<file path="config.mk">
export PLATFORM = sky130hd
export DESIGN_NAME = riscv_lsu_ctrl
export DESIGN_NICKNAME = d
export VERILOG_FILES = /design/src/rtl/riscv_lsu_ctrl.sv
export SDC_FILE = /design/constraint.sdc
export NUM_CORES = 1
export LEC_CHECK = 0
export CORE_AREA = 2 2 184 186
export CTS_BUF_LIST = sky130_fd_sc_hd__clkbuf_8
export CTS_CLUSTER_SIZE = 30
export DETAILED_ROUTE_END_ITERATION = 8
export DIE_AREA = 0 0 186 188
export GPL_ROUTABILITY_DRIVEN = 0
export PLACE_DENSITY = 0.74
export SKIP_CTS_REPAIR_TIMING = 1
export SYNTH_ARGS = -nofsm -noshare
export SYNTH_HDL_FRONTEND = slang
export SYNTH_SLANG_ARGS = --single-unit
</file>
<file path="constraint.sdc">
create_clock -name i_riscv_lsuctrl_clk -period 9.7 [get_ports i_riscv_lsuctrl_clk]
set_clock_uncertainty 0.1 [all_clocks]
set_input_delay 1.455 -clock i_riscv_lsuctrl_clk [delete_from_list [all_inputs] [get_ports i_riscv_lsuctrl_clk]]
set_output_delay 1.455 -clock i_riscv_lsuctrl_clk [all_outputs]
set_load 0.02 [all_outputs]
</file>
<file path="src/rtl/riscv_lsu_ctrl.sv">
// ---------------------------------------------------------------------------
// riscv_lsu_ctrl
//
// Load/store sequencer for the MEM stage. Accepts one load or store from the
// pipeline, checks its natural alignment, runs it over a req/gnt/rvalid data
// memory port and stalls the pipeline until the access completes. Returned
// load data is registered together with funct3 and the full byte address for
// the downstream memory-extension unit.
//
// Memory port handshake: o_mem_req is held high, with mem_addr/we/wdata/strb
// stable, until the cycle in which i_mem_gnt is sampled high; that cycle
// completes the request. For loads the data is taken in the first later cycle
// in which i_mem_rvalid is high; rvalid is not expected before gnt.
//
// Ports:
//   i_riscv_lsuctrl_clk / _rst       clock (rising) / async active-high reset
//   i_riscv_lsuctrl_memread/memwrite load / store request (both = store)
//   i_riscv_lsuctrl_funct3           size[1:0] B/H/W/D, bit2 unsigned (loads)
//   i_riscv_lsuctrl_addr / _wdata    byte address / right-aligned store data
//   i_riscv_lsuctrl_flush            kill the in-flight instruction
//   o_riscv_lsuctrl_stall            hold the pipeline
//   o_riscv_lsuctrl_misalign         misaligned request (combinational)
//   o_riscv_lsuctrl_fault            timeout fault, one-cycle pulse in DONE
//   o_riscv_lsuctrl_mem_*            data memory request port
//   i_riscv_lsuctrl_mem_gnt/rvalid/rdata  data memory responses
//   o_riscv_lsuctrl_memext_sel/addr/data  captured funct3/address/rdata
//   o_riscv_lsuctrl_ldvalid          load result valid, one-cycle pulse
//   o_riscv_lsuctrl_state            FSM state: 0 IDLE, 1 REQ, 2 WAIT, 3 DONE
// ---------------------------------------------------------------------------
module riscv_lsu_ctrl #(
    parameter int TIMEOUT = 255
) (
    input  logic        i_riscv_lsuctrl_clk,
    input  logic        i_riscv_lsuctrl_rst,
    input  logic        i_riscv_lsuctrl_memread,
    input  logic        i_riscv_lsuctrl_memwrite,
    input  logic [2:0]  i_riscv_lsuctrl_funct3,
    input  logic [63:0] i_riscv_lsuctrl_addr,
    input  logic [63:0] i_riscv_lsuctrl_wdata,
    input  logic        i_riscv_lsuctrl_flush,
    output logic        o_riscv_lsuctrl_stall,
    output logic        o_riscv_lsuctrl_misalign,
    output logic        o_riscv_lsuctrl_fault,
    output logic        o_riscv_lsuctrl_mem_req,
    output logic        o_riscv_lsuctrl_mem_we,
    output logic [63:0] o_riscv_lsuctrl_mem_addr,
    output logic [63:0] o_riscv_lsuctrl_mem_wdata,
    output logic [7:0]  o_riscv_lsuctrl_mem_strb,
    input  logic        i_riscv_lsuctrl_mem_gnt,
    input  logic        i_riscv_lsuctrl_mem_rvalid,
    input  logic [63:0] i_riscv_lsuctrl_mem_rdata,
    output logic [2:0]  o_riscv_lsuctrl_memext_sel,
    output logic [63:0] o_riscv_lsuctrl_memext_addr,
    output logic [63:0] o_riscv_lsuctrl_memext_data,
    output logic        o_riscv_lsuctrl_ldvalid,
    output logic [1:0]  o_riscv_lsuctrl_state
);

    typedef enum logic [1:0] {
        S_IDLE = 2'd0,
        S_REQ  = 2'd1,
        S_WAIT = 2'd2,
        S_DONE = 2'd3
    } state_t;

    localparam logic [7:0] TO_LAST = 8'(TIMEOUT - 1);

    state_t      r_state;
    logic        r_we;
    logic [2:0]  r_funct3;
    logic [63:0] r_addr;
    logic [63:0] r_wdata;
    logic        r_kill;
    logic [7:0]  r_cnt;
    logic        r_fault;
    logic        r_ldvalid;
    logic [2:0]  r_memext_sel;
    logic [63:0] r_memext_addr;
    logic [63:0] r_memext_data;

    logic        w_req;
    logic        w_misaligned;
    logic        w_idle;
    logic        w_in_req;
    logic        w_accept;
    logic        w_timeout;
    logic [7:0]  w_strb;
    logic [63:0] w_wdata_rep;

    assign w_req    = i_riscv_lsuctrl_memread | i_riscv_lsuctrl_memwrite;
    assign w_idle   = (r_state == S_IDLE);
    assign w_in_req = (r_state == S_REQ);

    always_comb begin
        w_misaligned = 1'b0;
        case (i_riscv_lsuctrl_funct3[1:0])
            2'b00:   w_misaligned = 1'b0;
            2'b01:   w_misaligned = i_riscv_lsuctrl_addr[0];
            2'b10:   w_misaligned = |i_riscv_lsuctrl_addr[1:0];
            default: w_misaligned = |i_riscv_lsuctrl_addr[2:0];
        endcase
    end

    assign w_accept = w_idle & w_req & ~i_riscv_lsuctrl_flush & ~w_misaligned;

    // Compared with >= so that a gnt taken on the very last counted cycle
    // still leaves the WAIT phase bounded instead of waiting for the 8-bit
    // counter to wrap.
    assign w_timeout = (r_cnt >= TO_LAST);

    // Lane placement from the captured size and address.
    always_comb begin
        w_strb      = 8'hFF;
        w_wdata_rep = r_wdata;
        case (r_funct3[1:0])
            2'b00: begin
                w_strb      = 8'b1 << r_addr[2:0];
                w_wdata_rep = {8{r_wdata[7:0]}};
            end
            2'b01: begin
                w_strb      = 8'b11 << {r_addr[2:1], 1'b0};
                w_wdata_rep = {4{r_wdata[15:0]}};
            end
            2'b10: begin
                w_strb      = 8'h0F << {r_addr[2], 2'b00};
                w_wdata_rep = {2{r_wdata[31:0]}};
            end
            default: begin
                w_strb      = 8'hFF;
                w_wdata_rep = r_wdata;
            end
        endcase
        if (!r_we) begin
            w_strb = 8'hFF;
        end
    end

    assign o_riscv_lsuctrl_stall     = w_accept | (r_state == S_REQ) | (r_state == S_WAIT);
    assign o_riscv_lsuctrl_misalign  = w_idle & w_req & ~i_riscv_lsuctrl_flush & w_misaligned;
    assign o_riscv_lsuctrl_mem_req   = w_in_req;
    assign o_riscv_lsuctrl_mem_we    = w_in_req & r_we;
    assign o_riscv_lsuctrl_mem_addr  = w_in_req ? {r_addr[63:3], 3'b000} : 64'd0;
    assign o_riscv_lsuctrl_mem_wdata = w_in_req ? w_wdata_rep : 64'd0;
    assign o_riscv_lsuctrl_mem_strb  = w_in_req ? w_strb : 8'd0;

    assign o_riscv_lsuctrl_fault       = r_fault;
    assign o_riscv_lsuctrl_ldvalid     = r_ldvalid;
    assign o_riscv_lsuctrl_memext_sel  = r_memext_sel;
    assign o_riscv_lsuctrl_memext_addr = r_memext_addr;
    assign o_riscv_lsuctrl_memext_data = r_memext_data;
    assign o_riscv_lsuctrl_state       = r_state;

    always_ff @(posedge i_riscv_lsuctrl_clk or posedge i_riscv_lsuctrl_rst) begin
        if (i_riscv_lsuctrl_rst) begin
            r_state       <= S_IDLE;
            r_we          <= 1'b0;
            r_funct3      <= 3'd0;
            r_addr        <= 64'd0;
            r_wdata       <= 64'd0;
            r_kill        <= 1'b0;
            r_cnt         <= 8'd0;
            r_fault       <= 1'b0;
            r_ldvalid     <= 1'b0;
            r_memext_sel  <= 3'd0;
            r_memext_addr <= 64'd0;
            r_memext_data <= 64'd0;
        end else begin
            // fault and ldvalid are only ever high during the DONE cycle.
            r_fault   <= 1'b0;
            r_ldvalid <= 1'b0;
            case (r_state)
                S_IDLE: begin
                    if (w_accept) begin
                        r_we     <= i_riscv_lsuctrl_memwrite;
                        r_funct3 <= i_riscv_lsuctrl_funct3;
                        r_addr   <= i_riscv_lsuctrl_addr;
                        r_wdata  <= i_riscv_lsuctrl_wdata;
                        r_kill   <= 1'b0;
                        r_cnt    <= 8'd0;
                        if (!i_riscv_lsuctrl_memwrite) begin
                            r_memext_sel  <= i_riscv_lsuctrl_funct3;
                            r_memext_addr <= i_riscv_lsuctrl_addr;
                        end
                        r_state <= S_REQ;
                    end
                end
                S_REQ: begin
                    r_cnt <= r_cnt + 8'd1;
                    if (i_riscv_lsuctrl_mem_gnt) begin
                        // Request already accepted by memory: it must run to
                        // completion, only its result is discarded.
                        if (i_riscv_lsuctrl_flush) begin
                            r_kill <= 1'b1;
                        end
                        r_state <= r_we ? S_DONE : S_WAIT;
                    end else if (i_riscv_lsuctrl_flush) begin
                        r_state <= S_IDLE;
                    end else if (w_timeout) begin
                        r_fault <= 1'b1;
                        r_state <= S_DONE;
                    end
                end
                S_WAIT: begin
                    r_cnt <= r_cnt + 8'd1;
                    if (i_riscv_lsuctrl_flush) begin
                        r_kill <= 1'b1;
                    end
                    if (i_riscv_lsuctrl_mem_rvalid) begin
                        r_memext_data <= i_riscv_lsuctrl_mem_rdata;
                        r_ldvalid     <= ~(r_kill | i_riscv_lsuctrl_flush);
                        r_state       <= S_DONE;
                    end else if (w_timeout) begin
                        r_fault <= 1'b1;
                        r_state <= S_DONE;
                    end
                end
                default: begin
                    r_kill  <= 1'b0;
                    r_state <= S_IDLE;
                end
            endcase
        end
    end

endmodule

</file>
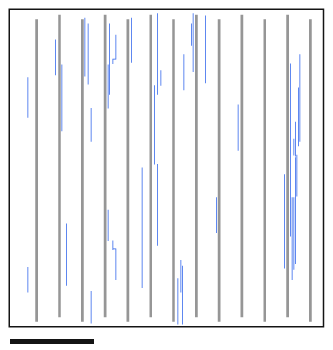
*Met4 routing, run 1*
Scale bar: 50 um. Supply wires on this layer in grey.
The wires run mostly vertical. The layer carries 1320 um of wire. The layer holds 3.4% of the routed length. The longest straight run is 103 um. 27 nets have wire on it.
Vias: 10100
WL final: 39.4 mm

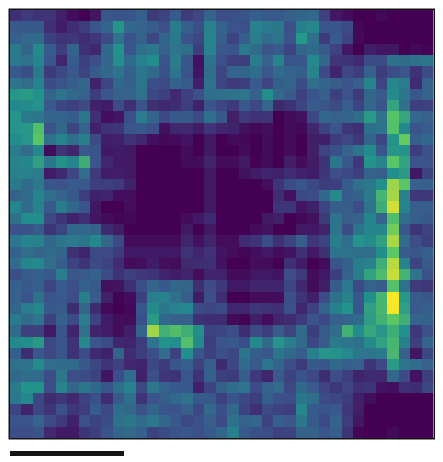
*Routed metal per tile, run 1*
Scale bar: 50 um. The die is cut into 37 by 38 equal tiles; dark purple is low, yellow is high, scaled to the fullest tile. Values are wire area over tile area, all layers added.
The emptiest ninth of the die: centre. The fullest tile reaches 0.78. 5.9% of the tiles are over half the peak. 10% of the tiles are nearly empty. The densest ninth of the die: middle right.
overall global routing resource usage: 22.4%
routed wire length per instance: 19.2 um

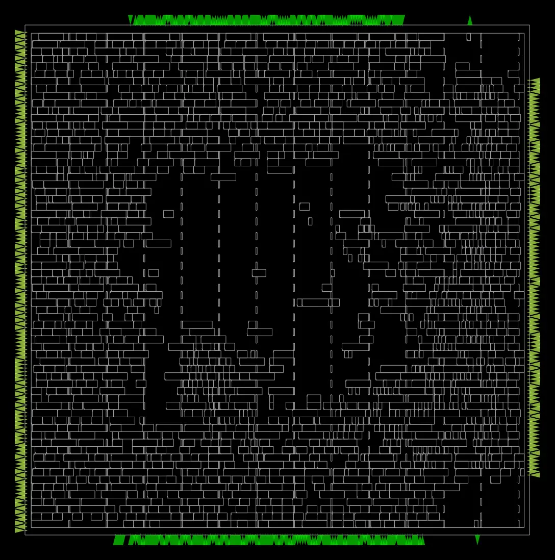
*Cell outlines without signal wires, run 1*
core outline area: 33100 um^2
fraction of standard cell area that is sequential: 37.1%

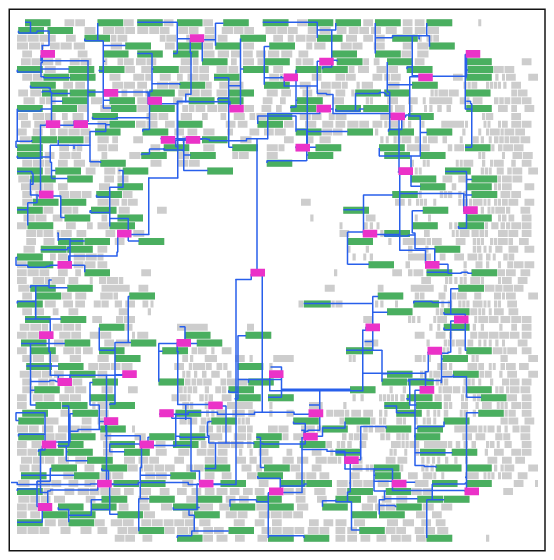
*Routed clock nets over the placement, run 1*
Magenta stands for cells driving clock nets, count 47. Green stands for flip-flops, count 275. Blue stands for clock wires, length 4010 um.
There are 48 routed clock nets.
clock share of power: 16.1%
Clk Latency, worst-skew pair: 0.56 ns

==> results.yml, run 1 <==
# physical design summary
outcome:
  outcome: "finished clean"
critical_path:
  crit_path_most_repeated_cell: "clkdlybuf4s50_1"
  worstSetupStartpointType: "input port"
  critical_path.max_stage_delay_ns: 0.61
  worst_setup_path_startpoint: "i_riscv_lsuctrl_funct3[1]"
  timing_worst_setup_path_type: "input port to output port"
  crit_path_end: "o_riscv_lsuctrl_stall"
  rrSetupSlack_ns: 6.54
  cp.depth: 6
  timing.critical_path.cells: "clkdlybuf4s50_1, o21a_1, a2111oi_4, buf_4, or3_1, clkdlybuf4s50_1"
  worstPathBufferInverterCount: 3
  worst_setup_path_end_kind: "output port"
  worst_path_dominant_cell_family: "buffers and inverters"
global_routing:
  globalRouteOverflowTotal: 0
  first_pass_grt_wire_length_mm: 60.6
  antenna_found_initial: 1
  grt.met1_usage_pct: 26.6
  grt-busiest-layer: "met2"
  use_met3_pct: 7.81
final_layout:
  stdcell_area_um2: 18500
  antenna_cells: 1
  most_frequently_placed_logic_cell_in_the_final_layout: "clkdlybuf4s50_1"
  fillers: 2839
  layout.cells.non_filler: 2050
  nonClkBufAreaFrac_pct: 26.0
  largest_class: "flip-flops and latches"
  drive_above_1_share_pct: 17.6
  layout.core_utilization_pct: 56.0
  comb_share_pct: 28.5
  layout.area.seq_um2: 6880
  clkCellAreaFrac_pct: 5.05
  buffers: 482
  layout.cells.most_common_list: "clkdlybuf4s50_1, dfrtp_1, nand2_1"
  final-comb-area_um2: 5290
power:
  seq_power_share_pct: 32.9
  combinationalPowerShare_pct: 51.0
  power.switching_fraction_pct: 39.6
  pwr.group.sequential_uw: 2130
  power_density_nw_per_um2: 350
  vdd_ir_drop_max_mv: 0.217
  power_group_with_the_highest_consumption: "combinational cells"
  power_clock_uw: 1050
  comb-power_uw: 3310
logic_synthesis:
  synthDistinctLibCells: 46
  synth_top_area_share_pct: 54.9
  flop_cell: "dfrtp_1"
  post_synth_most_frequent_cells: "dfrtp_1, nand2_1, mux2_2"
  top_logic_kind: "multiplexers"
  synthXorXnorAreaFrac_pct: 0
  netlist_area_um2: 12500
  enable_flop_cells: 0
  area_leaders: "dfrtp_1, mux2_2, nand2_1"
  ys_warn_count: 0
  yosys.area_share.aoi_pct: 6.60
  yosys_area_um2: 12500
  yosysCellCount: 1111
  yosys.cell_count.top_type: "dfrtp_1"
  avg_inst_size_synth_um2: 11.3
  postSynthCellCount: 1111
sta:
  post_layout_period_usage_of_the_worst_path_pct: 54.5
  max_freq_ghz: 0.189
  setup_repair_after_global_routing_missed_its_margin: "no"
  finalSetupTns_ns: 0
  fin_crit_ns: 5.29
  max-slew-margin-rel_pct: 33.4
floorplan:
  chipWidth_um: 186
  initial_util_pct: 37.8
  placementRows: 67
  boundaryPins: 477
clock_network:
  cts_max_path_buffers: 3
  root_buffer: "clkbuf_8"
  cts_max_level: 2
  cts_tree: "built"
drt:
  dr.pass1.iters: 5
  post_drt_via_cell_ratio: 4.94
  dr.first_iter.drc_count: 514
  detail_route.drc_violations: 0
  met3WireLength_mm: 3.84
  m1WireLength_mm: 15.2
place:
  place_worst_setup_slack_ns: 4.42
  numPortBuffers: 473
  hpwlAfterDp_mm: 27.6
job:
  stage_log_warnings: 35
hold_path:
  hold_class: "flip-flop to flip-flop"
  hold_start: "r_kill"
  hold_depth: 1
### Where the registers sit, run 1

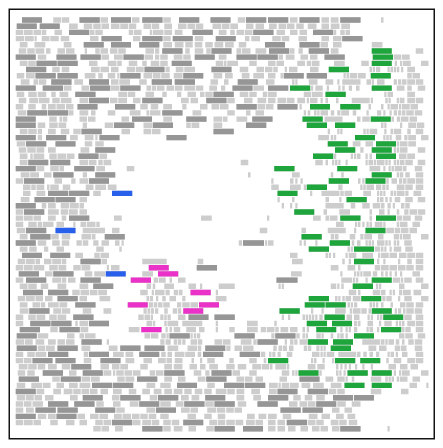

==> inputs of run 2 (changes only) <==
PLACE_DENSITY = 0.71   (was 0.74)
clock period = 5 ns   (was 9.7 ns; I/O delays follow)
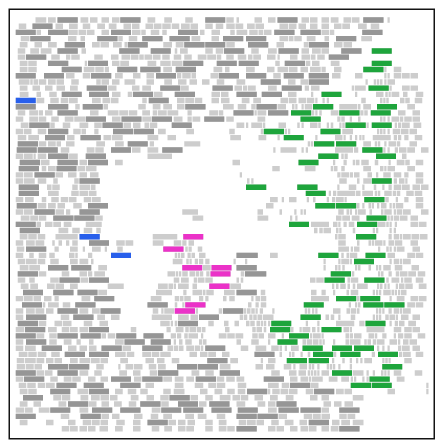
*Where the registers sit, run 2*
Blue stands for `o_riscv_lsuctrl_memext_sel`, placed flops 3. Magenta stands for `r_cnt`, placed flops 8, where centre. Green stands for `r_wdata`, placed flops 64.
Flop+latch power: 4210 uW
final core occ: 56.4%

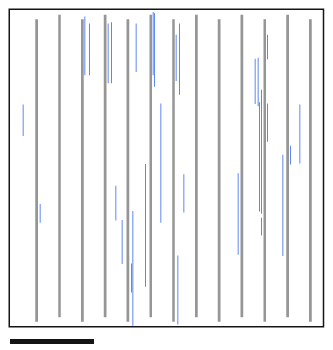
*Met4 routing, run 2*
Scale bar: 50 um. Supply wires on this layer in grey.
The layer carries 1080 um of wire. The longest straight run is 73.4 um. The layer holds 2.7% of the routed length. 24 nets have wire on it. The wires run mostly vertical.

==> run 2 against run 1 <==
Effect of this change:
- design area increased by 0.75%
- register-to-register slack got worse by 4.9 ns
- routed wire length is 1.2% higher
- first-iteration DRC count up 19%
- area after synthesis unchanged
- power is 95% higher
- clock power up 100%
- global-route usage is 0.30 points higher
- clock-buffer cell count grew 1
- final cell count grew 0.34%
==> results.yml, run 2 <==
# physical design summary
outcome:
  outcome: "finished clean"
critical_path:
  timing_worst_setup_path_type: "flip-flop to output port"
  worstSetupStartpointType: "flip-flop"
  worst_setup_path_startpoint: "r_funct3[0]"
  crit_path_end: "o_riscv_lsuctrl_mem_wdata[57]"
  timing.critical_path.cells: "buf_4, mux4_2, and2_1, clkdlybuf4s50_1"
global_routing:
  globalRouteOverflowTotal: 0
  antenna_found_initial: 1
  grt-busiest-layer: "met2"
  grt_usage_pct: 22.7
  grt.met1_usage_pct: 27.7
logic_synthesis:
  synthXorXnorAreaFrac_pct: 0
  yosys.area_share.aoi_pct: 6.60
  flop_cell: "dfrtp_1"
  synthDistinctLibCells: 46
  netlist_area_um2: 12500
  area_leaders: "dfrtp_1, mux2_2, nand2_1"
  synth_top_area_share_pct: 54.9
  avg_inst_size_synth_um2: 11.3
  yosys.cell_count.top_type: "dfrtp_1"
  yosys_area_um2: 12500
hold_path:
  hold_depth: 1
power:
  vdd_ir_drop_max_mv: 0.391
  power_group_with_the_highest_consumption: "combinational cells"
  power.switching_fraction_pct: 39.3
  power_clock_uw: 2110
  seq_power_share_pct: 33.2
  comb-power_uw: 6370
final_layout:
  comb_share_pct: 28.3
  final-comb-area_um2: 5280
  most_frequently_placed_logic_cell_in_the_final_layout: "clkdlybuf4s50_1"
  layout.cells.non_filler: 2057
  largest_class: "flip-flops and latches"
  seq-cell-share_pct: 36.9
  clkCellAreaFrac_pct: 5.30
  drive_above_1_share_pct: 17.9
  buffers: 486
sta:
  post_layout_period_usage_of_the_worst_path_pct: 81.5
  fin_crit_ns: 4.07
  finalSetupTns_ns: 0
  max-slew-margin-rel_pct: 29.9
clock_network:
  cts_max_path_buffers: 3
  cts_tree: "built"
  cts_max_level: 2
drt:
  dr.pass1.iters: 5
  post_drt_wl_per_cell_um: 19.4
  met3WireLength_mm: 3.53
  post_drt_via_cell_ratio: 4.96
job:
  stage_log_warnings: 31
place:
  hpwlAfterDp_mm: 28.7
  numPortBuffers: 473
floorplan:
  floorplan.core_area_um2: 33100
  placementRows: 67
  initial_util_pct: 37.8
  chipWidth_um: 186
No activity file was given, so power comes from the tool's default toggle rates.
